Run 1, pin placement:
The bar under the picture is 20 um long. Pins as bars across the die edge, other pins in grey.
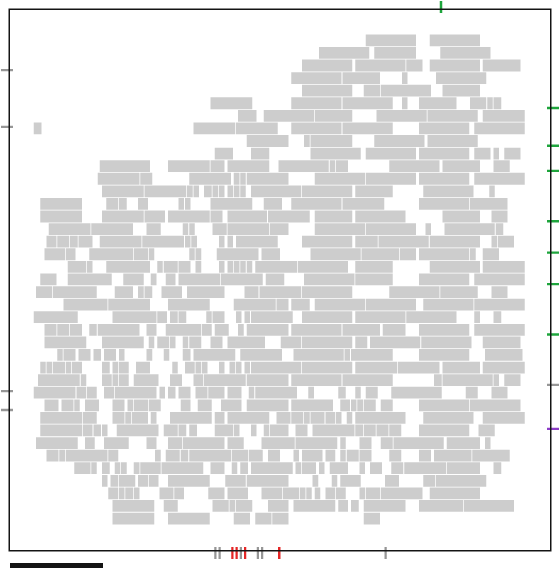
Run 1, local utilization:
The die is cut into 12 by 12 equal tiles; white is low, dark blue is high, 0 to 100% covered.
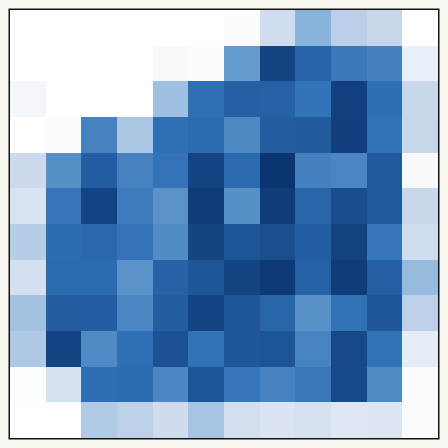
Run 1, close-up of the layout:
Window x 78 to 98, y 78 to 98 um. Cells in grey, sequential cells in the stronger grey; small squares are vias.
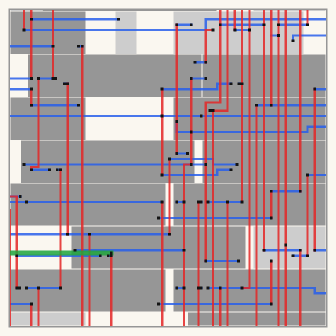
$ cat config.mk
export PLATFORM = sky130hd
export DESIGN_NAME = ps2_rx_fifo
export DESIGN_NICKNAME = d
export VERILOG_FILES = /design/src/rtl/ps2_pkg.sv /design/src/rtl/ps2_sync_fifo.sv /design/src/rtl/ps2_rx_fifo.sv
export SDC_FILE = /design/constraint.sdc
export NUM_CORES = 1
export LEC_CHECK = 0
export CAP_MARGIN = 20
export CORE_MARGIN = 5
export CORE_UTILIZATION = 55
export DETAILED_ROUTE_END_ITERATION = 8
export PLACE_DENSITY = 0.78
export SLEW_MARGIN = 15
export SYNTH_ARGS = -nofsm -noshare
export SYNTH_HDL_FRONTEND = slang
export SYNTH_SLANG_ARGS = --single-unit
$ cat constraint.sdc
create_clock -name clk -period 2.6 [get_ports clk]
set_input_delay 0.52 -clock clk [delete_from_list [all_inputs] [get_ports clk]]
set_output_delay 0.52 -clock clk [all_outputs]
set_load 0.01 [all_outputs]
$ cat src/rtl/ps2_pkg.sv
// ps2_pkg: shared constants and RX state encoding for the PS/2 receiver
package ps2_pkg;
  localparam logic [7:0] PS2_EXT_PREFIX = 8'hE0;
  localparam logic [7:0] PS2_BRK_PREFIX = 8'hF0;
  localparam int ENTRY_W = 10;
  typedef enum logic [1:0] {RX_IDLE, RX_SHIFT, RX_CHECK} rx_state_t;
endpackage

$ cat src/rtl/ps2_sync_fifo.sv
// ps2_sync_fifo: show-ahead synchronous FIFO; push while full is accepted only alongside a pop
module ps2_sync_fifo #(
  parameter int WIDTH = 10,
  parameter int DEPTH = 8
) (
  input  logic                     clk,
  input  logic                     clrn,
  input  logic                     push,
  input  logic                     pop,
  input  logic [WIDTH-1:0]         wr_data,
  output logic [WIDTH-1:0]         rd_data,
  output logic                     full,
  output logic                     empty,
  output logic [$clog2(DEPTH):0]   count
);
  localparam int AW = $clog2(DEPTH);
  logic [WIDTH-1:0] mem [DEPTH];
  logic [AW-1:0] wp, rp;
  logic do_push, do_pop;
  assign full = count == (AW+1)'(DEPTH);
  assign empty = count == '0;
  assign do_pop = pop & ~empty;
  assign do_push = push & (~full | do_pop);
  assign rd_data = empty ? '0 : mem[rp];
  always_ff @(posedge clk or negedge clrn)
    if (!clrn) begin
      wp <= '0;
      rp <= '0;
      count <= '0;
    end else begin
      if (do_push) wp <= wp + AW'(1);
      if (do_pop) rp <= rp + AW'(1);
      count <= count + (AW+1)'(do_push) - (AW+1)'(do_pop);
    end
  always_ff @(posedge clk)
    if (do_push) mem[wp] <= wr_data;
endmodule

$ cat src/rtl/ps2_rx_fifo.sv
// ps2_rx_fifo: filtered PS/2 device-to-host receiver with timeout, sticky errors and scancode FIFO
module ps2_rx_fifo
  import ps2_pkg::*;
#(
  parameter int FIFO_DEPTH  = 8,
  parameter int FILTER_LEN  = 4,
  parameter int TIMEOUT_CYC = 20000,
  parameter int EVENT_MODE  = 0
) (
  input  logic                          clk,
  input  logic                          clrn,
  input  logic                          ps2_clk,
  input  logic                          ps2_data,
  input  logic                          rd_en,
  input  logic                          err_clr,
  output logic                          out_valid,
  output logic [7:0]                    out_data,
  output logic                          out_ext,
  output logic                          out_brk,
  output logic [$clog2(FIFO_DEPTH):0]   fifo_count,
  output logic                          overflow,
  output logic                          parity_err,
  output logic                          frame_err
);
  localparam int FW = $clog2(FILTER_LEN) + 1;
  localparam int TW = $clog2(TIMEOUT_CYC + 1);
  logic [1:0] s1, s2, filt;
  logic [FW-1:0] fcnt [2];
  logic fclk_q, fall, fdata;
  rx_state_t state;
  logic [3:0] bitcnt;
  logic [9:0] shreg;
  logic [TW-1:0] tcnt;
  logic good_v, ext_l, brk_l, push, full, empty;
  logic [7:0] good_b;
  logic [ENTRY_W-1:0] head;
  // bit 0 is ps2_clk, bit 1 is ps2_data; both idle high out of reset
  always_ff @(posedge clk or negedge clrn)
    if (!clrn) begin
      s1 <= '1;
      s2 <= '1;
      filt <= '1;
      fcnt <= '{default: '0};
      fclk_q <= 1'b1;
    end else begin
      s1 <= {ps2_data, ps2_clk};
      s2 <= s1;
      fclk_q <= filt[0];
      for (int i = 0; i < 2; i++)
        if (s2[i] == filt[i]) fcnt[i] <= '0;
        else if (fcnt[i] == FW'(FILTER_LEN - 1)) begin
          filt[i] <= s2[i];
          fcnt[i] <= '0;
        end else fcnt[i] <= fcnt[i] + FW'(1);
    end
  assign fall = fclk_q & ~filt[0];
  assign fdata = filt[1];
  always_ff @(posedge clk or negedge clrn)
    if (!clrn) begin
      state <= RX_IDLE;
      bitcnt <= '0;
      shreg <= '0;
      tcnt <= '0;
      good_v <= 1'b0;
      good_b <= '0;
      ext_l <= 1'b0;
      brk_l <= 1'b0;
      parity_err <= 1'b0;
      frame_err <= 1'b0;
    end else begin
      good_v <= 1'b0;
      if (err_clr) begin
        parity_err <= 1'b0;
        frame_err <= 1'b0;
      end
      if (good_v) begin
        if (EVENT_MODE != 0 && good_b == PS2_EXT_PREFIX) ext_l <= 1'b1;
        else if (EVENT_MODE != 0 && good_b == PS2_BRK_PREFIX) brk_l <= 1'b1;
        else begin
          ext_l <= 1'b0;
          brk_l <= 1'b0;
        end
      end
      case (state)
        RX_IDLE:
          if (fall) begin
            if (!fdata) begin
              state <= RX_SHIFT;
              bitcnt <= 4'd1;
              tcnt <= '0;
            end else begin
              frame_err <= 1'b1;
              ext_l <= 1'b0;
              brk_l <= 1'b0;
            end
          end
        RX_SHIFT:
          if (fall) begin
            shreg <= {fdata, shreg[9:1]};
            tcnt <= '0;
            bitcnt <= bitcnt + 4'd1;
            if (bitcnt == 4'd10) state <= RX_CHECK;
          end else if (tcnt == TW'(TIMEOUT_CYC - 1)) begin
            frame_err <= 1'b1;
            ext_l <= 1'b0;
            brk_l <= 1'b0;
            state <= RX_IDLE;
          end else tcnt <= tcnt + TW'(1);
        RX_CHECK: begin
          state <= RX_IDLE;
          if (!(^shreg[8:0])) parity_err <= 1'b1;
          if (!shreg[9]) frame_err <= 1'b1;
          if ((^shreg[8:0]) && shreg[9]) begin
            good_v <= 1'b1;
            good_b <= shreg[7:0];
          end else begin
            ext_l <= 1'b0;
            brk_l <= 1'b0;
          end
        end
        default: state <= RX_IDLE;
      endcase
    end
  // prefix bytes only update the latches in event mode and never occupy a slot
  assign push = good_v & ~(EVENT_MODE != 0 && (good_b == PS2_EXT_PREFIX || good_b == PS2_BRK_PREFIX));
  ps2_sync_fifo #(.WIDTH(ENTRY_W), .DEPTH(FIFO_DEPTH)) u_fifo (
    .clk(clk),
    .clrn(clrn),
    .push(push),
    .pop(rd_en),
    .wr_data({ext_l, brk_l, good_b}),
    .rd_data(head),
    .full(full),
    .empty(empty),
    .count(fifo_count)
  );
  assign out_valid = ~empty;
  assign {out_ext, out_brk, out_data} = head;
  always_ff @(posedge clk or negedge clrn)
    if (!clrn) overflow <= 1'b0;
    else overflow <= (overflow & ~err_clr) | (push & full & ~rd_en);
endmodule

==> notes.md, run 1 <==
run metrics: worst slack at placement=0.130 ns, cell with the most instances after synthesis=edfxtp_1, Nets at Floorplan=around 450, post-CTS sizing=17, CP Depth=6, RSZ-0062 raised after global routing=yes, net switching power=2350 uW, vias post-DR=between 3000 and 4000, Synthesized registers=148, Site Rows=39, max incr delay on CP=between 0.4 and 0.5 ns, root buf cell=clkbuf_16, nets=roughly 500, Clk pwr share=29.9%, Comb area share=~28%, Pwr per Cell Area=around 1100 nW/um^2, most frequent cells in the layout=edfxtp_1, dfrtp_1, nand2_1, area growth from synthesis to layout=18.6%, total CTS buffers=17, outcome=completed, distinct lib cells=between 50 and 60, XOR/XNOR share of the synthesized area=3.12%, MUX area fraction=11.8%, crit-path leading delay family=multiplexers, final worst path period share=between 90 and 100%, largest net degree at the start of global routing=40, Worst path slowest cell=mux4_2, Metal-1 WL=about 4700 um, sequential power=roughly 3000 uW, internal power=5510 uW, Dominant Register Cell=edfxtp_1, drt pass-1 iters=4, worst slew pin tran=around 0.84 ns, number of synthesized flops with an enable pin=roughly 80, Yosys Warn Count=0, clk_skew=~0.0081 ns, Buf+Inv Stages, Crit Path=3, crit path kind=reg2out, Logic family by area=multiplexers, DR iter-0 viols=approximately 190, CP Data Required Time=~2.1 ns, number of multi-input logic gates=253, clk_lat worst skew=between 0.4 and 0.5 ns, CTS tree=done, Inst Count DP=between 600 and 700, Setup crit start=u_fifo.rp[0], Top cell excl fill/tap=edfxtp_1, Synth area leaders=edfxtp_1, dfrtp_1, mux4_2, met3 Use GR=a little over 5%, largest power group=registers, wire per inst=18.2 um, IO Count=24, first-pass GRT wire length=about 19000 um, invs w/o clock=16, setup ws final=0.0673 ns, # hold bufs at CTS=0, Sequential Power Share=a little under two fifths, CP cell instances=buf_12, buf_4, mux4_2, mux2i_2, nor2_1, clkbuf_2, clock sinks=148, clock slew at reported path FFs=0.05 ns, post-DP HPWL=~7800 um, flop share of the area=roughly 55%, top cells by count=edfxtp_1, dfrtp_1, nand2_1, Via density=approximately 5.6, grt met1 use=23.2%, # diodes=0, post-synth top area cell=edfxtp_1, tap cell count=between 100 and 150, Reg-to-Reg Start=u_fifo.count[2], Critical Path AT=between 2 and 2.5 ns, Final ANT Viol Nets=0, signal buffers share of area=5.96%, Fmax=a little under 400 MHz, Max Cap Violations=0, Sw Share=between 20 and 30%, synthesized netlist cell count=about 430, Comb power=2500 uW, Tmin final=2.53 ns
About 'pin placement':
legend:
  `out_data`:
    colour: green
    pins: 8
    direction: output
    edge: 7 right, 1 top
  `out_ext`:
    colour: purple
    pins: 1
    direction: output
    edge: right
  `fifo_count`:
    colour: red
    pins: 4
    direction: output
    edge: bottom
all pins by edge: 10 bottom, 9 right, 4 left, 1 top
Die Height: 117 um
die width: 117 um
Port-buffer cells: 23

About 'local utilization':
emptiest ninth of the die: top left
tiles over 75% full: 36%
nearly empty tiles: 13%
densest ninth of the die: middle
fullest tile: 98%
mean over tiles: 53%
final core occ: 65.9%
Initial Util: 55.6%
core box area: 11300 um^2

About 'close-up of the layout':
legend:
  met3:
    colour: green
  met1:
    colour: blue
  met2:
    colour: red
most frequent: edfxtp_1 (10), mux4_2 (2), clkinv_1 (1)
sequential cells in the window: 10
netlist names of flops here include: `u_fifo.mem` (10)
cells with their middle in the window: 13

run 1: through the flow:
stage | total power (uW) | instance area, um^2 | TNS, ns | hold slack, ns
floorplan | 4640 | 6260 | 0 | 0.224
detailed placement | 5530 | 6800 | 0 | 0.348
CTS | 7880 | 7410 | 0 | 0.227
global placement | 5420 | 6800 | 0 | 0.348
finish | 7870 | 7430 | 0 | 0.206
global route | 8330 | 7430 | -0.0861 | 0.267
run 1: sequential cells by signal (all words and copies together) (netlist names), 2 cells and up:
name and flops:
tcnt 15, good_b 8, u_fifo.count 4, u_fifo.rp 3, s2 2, fcnt 6, filt 2, state 2
bitcnt 4, u_fifo.mem 80, u_fifo.wp 3, s1 2, shreg 10
==> inputs of run 2 (changes only) <==
Settings changed: CTS_CLUSTER_DIAMETER set to 50, REMOVE_ABC_BUFFERS set to 1.
==> run 2 against run 1 <==
Compared with the run above: core utilization grew 0.089 points; wire length decreased by 1.6%; first-iteration DRC count rose by 11%; flip-flop count did not move; synthesized area stayed put; count of clock-buffer cells in the layout fell by 2; synthesized cell count is the same; total power grew 1.1%; critical endpoint unchanged; largest power group unchanged.
==> notes.md, run 2 <==
run metrics: Worst path slowest cell=mux4_2, Clk pwr share=31.7% (+1.8 points), nets=499 (-1.2%), Max Cap Violations=0 (unchanged), worst slack at placement=0.175 ns (+0.0444 ns), Buf+Inv Stages, Crit Path=2 (-1), Synth area leaders=edfxtp_1, dfrtp_1, mux4_2, wire per inst=18.1 um (-0.86%), Sw Share=30.6% (+0.70 points), Yosys Warn Count=0 (unchanged), Via density=5.56 (-0.23%), largest net degree at the start of global routing=43 (+7.5%), die width=117 um (unchanged), Port-buffer cells=23 (unchanged), distinct lib cells=51 (unchanged), CP Data Required Time=2.08 ns (about the same), Sequential Power Share=37.7% (-0.5 points), Fmax=398 MHz (+0.84%), Pwr Total=7950 uW (+1.1%), internal power=5520 uW (+0.13%), CP Depth=5 (-1), drt pass-1 iters=4 (unchanged), max reg flops=80 (unchanged), Inst Count DP=602 (-0.33%), Initial Util=55.6% (unchanged), top cells by count=edfxtp_1, dfrtp_1, nand2_1, first-pass GRT wire length=18900 um (-1.7%), post-synth top area cell=edfxtp_1, post-route setup TNS=0 ns (unchanged), Pwr per Cell Area=1070 nW/um^2 (+1.0%), sequential power=3000 uW (about the same), XOR/XNOR share of the synthesized area=3.12% (unchanged), IO Count=24 (unchanged), MUX area fraction=11.8% (unchanged), # diodes=0 (unchanged), largest power group=registers, max incr delay on CP=0.49 ns (about the same), clock slew at reported path FFs=0.06 ns (about the same), Top cell excl fill/tap=edfxtp_1, Reg-to-Reg Start=u_fifo.count[2], clk_skew=0.00753 ns (-0.000524 ns), clk_lat worst skew=0.41 ns (about the same), Area after DPL=6810 um^2 (+0.15%), outcome=completed, Critical Path AT=1.99 ns (-0.02 ns), largest register by flop count=u_fifo.mem, Logic family by area=multiplexers, net switching power=2430 uW (+3.5%), Largest regs=u_fifo.mem: 80 flops, tcnt: 15 flops, shreg: 10 flops, final worst path period share=96.6% (-0.81 points), Tmin final=2.51 ns (-0.0212 ns), CP cell instances=buf_12, mux4_2, mux2i_1, nor2_1, dlygate4sd2_1, Comb power=2430 uW (-3%), core box area=11300 um^2 (unchanged), crit path kind=reg2out, CTS tree=done, vias post-DR=3530 (-1.0%), total CTS buffers=17 (unchanged), # hold bufs at CTS=0 (unchanged)
==> run 2: cell counts after synthesis <==
Identical to the previous run, type by type.
==> run 2: final cells by class <==
class | instances | area, um^2
tap | 143 | 179
inverter | 16 | 60.1
fill | 790 | 3830
clock inverter | 15 | 191
multi-input combinational | 253 | 2060
clock buffer | 17 | 425
timing repair buffer | 43 | 412
sequential | 148 | 4110
==> run 2: per-layer routing <==
layer	GRT usage, %	vias up	routed length [um]
met5	0	-	0
met4	6.19	0	119
met3	3.52	11	454
met2	33.6	65	6350
met1	22.1	1778	4560
li1	-	1676	-
==> run 2: timing repair <==
item / CTS / global route
endpoints found under the setup margin: 10 / 9
resized: 12 / 9
buffers inserted: 1 / 0
endpoints found under the hold margin: 0 / 0
Run 2, local utilization:
The die is cut into 12 by 12 equal tiles; white is low, dark blue is high, 0 to 100% covered.
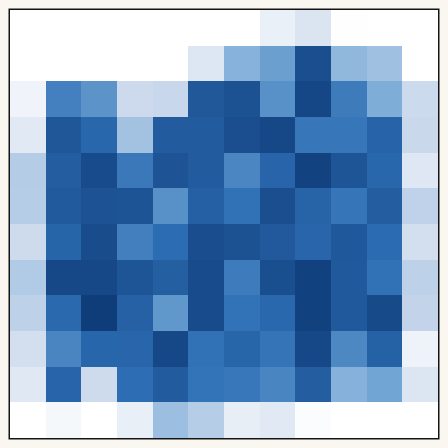
emptiest ninth of the die: top left
tiles over 75% full: 42%
nearly empty tiles: 15%
mean over tiles: 53%
densest ninth of the die: middle
fullest tile: 95%
final core occ: 66.0%

Run 2, placement view:
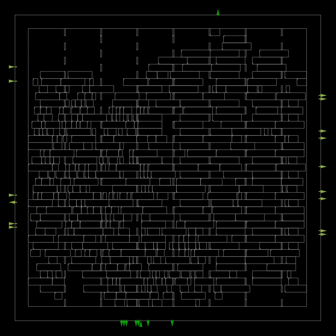
fillcell total: 790
flip-flops: 148

Run 2, cells by drive strength:
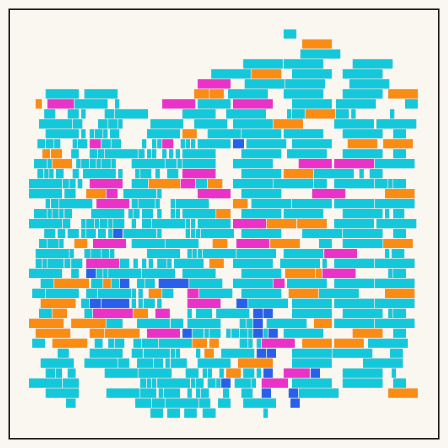
legend:
  drive 6 and up:
    colour: magenta
    cells: 30
    share: 6.1%
  drive 3 to 4:
    colour: blue
    cells: 22
    share: 4.5%
  drive 2:
    colour: orange
    cells: 54
    share: 11%
  drive 1 or less:
    colour: cyan
    cells: 386
    share: 78%
area growth from synthesis to layout: 18.8%
non-clock buffer count: 43
setup ws final: 0.0884 ns
Final Cell Area: 7440 um^2

==> inputs of run 3 (changes only) <==
Settings changed: CORE_MARGIN 5 to 1.
==> run 3 against run 2 <==
Compared with the run above: count of clock-buffer cells in the layout stayed put; flip-flop count did not move; highest routed layer unchanged; global-route usage up 3.6 points; clock skew rose by 0.0014 ns; cell count increased by 0.63%; register-to-register slack worse by 0.06 ns; sequential power hardly changed; fmax is 0.21% lower; synthesized cell count is the same; clock power decreased by 7%; synthesized area stayed put.
==> notes.md, run 3 <==
run metrics: outcome=completed, Reg-to-Reg Start=u_fifo.count[2], CP Data Required Time=2.08 ns (about the same), Min-Delay Path Class=in2async, largest net degree at the start of global routing=35 (-19%), post-route setup TNS=0 ns (unchanged), CP cell instances=buf_4, bufbuf_16, mux4_2, mux2i_1, nor2_1, buf_2, busiest grt layer=met2, Fmax=397 MHz (-0.21%), distinct lib cells=51 (unchanged), most frequent cells in the layout=edfxtp_1, dfrtp_1, nand2_1, # diodes=0 (unchanged), setup ws final=0.0831 ns (-0.00534 ns), drt pass-1 iters=4 (unchanged), RR Endpoint=u_fifo.count[2], XOR/XNOR share of the synthesized area=3.12% (unchanged), core box area=11000 um^2 (-2.6%), Logic family by area=multiplexers, CTS tree=done, first-pass GRT wire length=18600 um (-1.2%), Largest regs=u_fifo.mem: 80 flops, tcnt: 15 flops, shreg: 10 flops, total CTS buffers=17 (unchanged), clock slew at reported path FFs=0.06 ns (about the same), wire per inst=18.1 um (-0.14%), Via density=5.65 (+1.6%), Buf+Inv Stages, Crit Path=3 (+1), max incr delay on CP=0.49 ns (about the same), # hold bufs at CTS=0 (unchanged), routed wire length on met2=6120 um (-3.8%), clk_skew=0.00898 ns (+0.00145 ns), Metal-1 WL=4740 um (+3.9%), Final ANT Viol Nets=0, simple-gate share of the synthesized area=about 11%, wire length on met3=453 um (-0.22%), Pwr Total=7910 uW (-0.57%), Worst Hold Slack=0.0556 ns, final worst path period share=96.8% (+0.21 points), Leakage=between 0.003 and 0.004 uW, met3 Use GR=5.86% (+2.3 points), IO Count=24 (unchanged), nets=506 (+1.4%), max reg flops=80 (unchanged), max layer used=met4, Setup crit end kind=output port, Clock Tree Buf Depth=2, Pwr per Cell Area=1060 nW/um^2 (-0.75%), crit path kind=reg2out, post-synth top area cell=edfxtp_1, vias in the first global route=approximately 3800, met2 Resource Use GR=38.0% (+4.5 points), clk_lat worst skew=0.43 ns (+0.02 ns), Port-buffer cells=23 (unchanged), Max Cap Violations=0 (unchanged), Tool Warnings=27, final core occ=67.9% (+1.9 points), layout cells sized above 1=between 20% and 30%, worst slack at placement=0.240 ns (+0.0652 ns), Max-area cell share=between 30% and 40%, Synth area leaders=edfxtp_1, dfrtp_1, mux4_2, top cells by count=edfxtp_1, dfrtp_1, nand2_1, Initial Util=57.0% (+1.5 points), Area after DPL=6800 um^2 (-0.13%), Final GP Congestion=0.836, R2R depth=11, grt met1 use=25.7% (+3.6 points), Dominant Register Cell=edfxtp_1, Worst path slowest cell=mux4_2, Yosys Warn Count=0 (unchanged), CP Depth=6 (+1), Tmin final=2.52 ns (+0.00534 ns), MUX area fraction=11.8% (unchanged), vias post-DR=3608 (+2.2%), Top cell excl fill/tap=edfxtp_1, area fraction in full adders, half adders and majority gates=slightly below 3%, Inst Count DP=600 (-0.33%), GRT Residual Overflow=0, sequential-to-total area share from yosys stat=around 66%, clock sinks=approximately 150, Critical Path AT=2.00 ns (about the same), largest register by flop count=u_fifo.mem
run 3: cell types whose count changed in the layout (fill, tap and decap cells not counted), sizes merged:
cell           delta
clkdlybuf4s15     -7
bufbuf            +1
clkbuf            +1
clkinv            -1
bufinv            -2
clkinvlp          +3
buf              +13
dlygate4sd2       -1
run 3: area by class of cell:
class	count	area [um^2]
Clock buffer	17	425
Clock inverter	15	145
Fill cell	740	3530
Inverter	16	60.1
Multi-Input combinational cell	253	2050
Sequential cell	148	4110
Tap cell	140	175
Timing Repair Buffer	50	479
run 3: power breakdown:
group	internal [uW]	switching, uW	leakage, uW	total (uW)
logic	1350	1230	0.00115	2580
clock network	1340	1010	0.000274	2350
registers	2730	245	0.00164	2980
run 3: timing repair:
action,4_1_cts,5_1_grt
cloned,2,1
resized,36,3
endpoints found under the setup margin,10,8
setup buffers,3,1
Run 3, close-up of the layout:
Window x 72 to 92, y 72 to 92 um. Cells in grey, sequential cells in the stronger grey; small squares are vias.
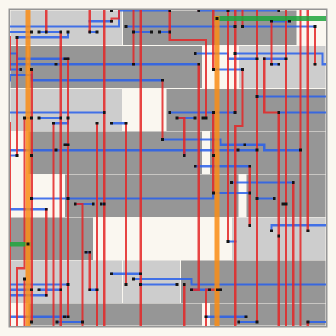
legend:
  met2:
    colour: red
  met1:
    colour: blue
  met4:
    colour: orange
  met3:
    colour: green
cells with their middle in the window: 15
netlist names of flops here include: `u_fifo.mem` (9)
most frequent: edfxtp_1 (9), mux4_2 (5), mux2i_1 (1)
sequential cells in the window: 9

Run 3, cells by drive strength:
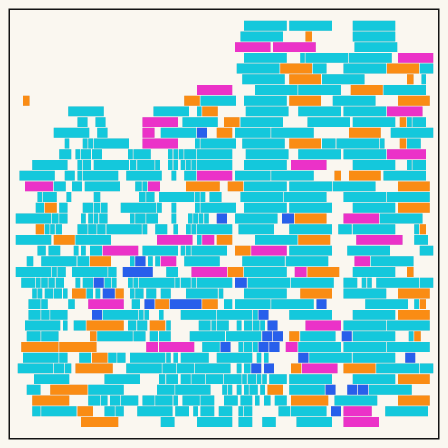
area growth from synthesis to layout: 19.0%
Final Cell Area: 7450 um^2
non-clock buffer count: 50

Run 3, pin placement:
The bar under the picture is 20 um long. Pins as bars across the die edge, other pins in grey.
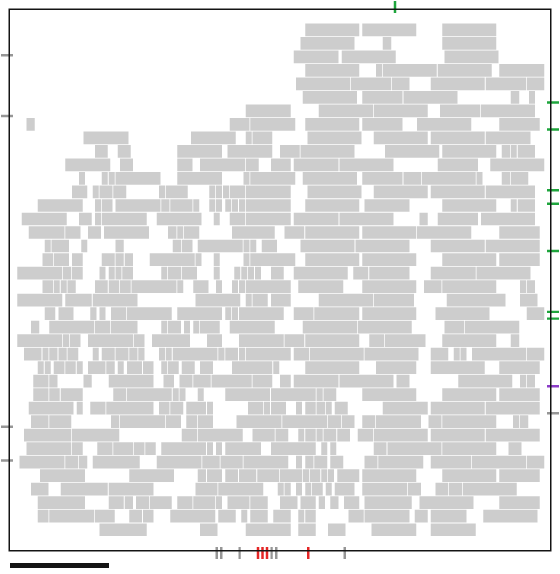
legend:
  `out_data`:
    colour: green
    pins: 8
    direction: output
    edge: 7 right, 1 top
  `out_ext`:
    colour: purple
    pins: 1
    direction: output
    edge: right
  `fifo_count`:
    colour: red
    pins: 4
    direction: output
    edge: bottom
all pins by edge: 10 bottom, 9 right, 4 left, 1 top
Die Height: 109 um
die width: 109 um

Power is estimated from default activity; no workload was simulated.
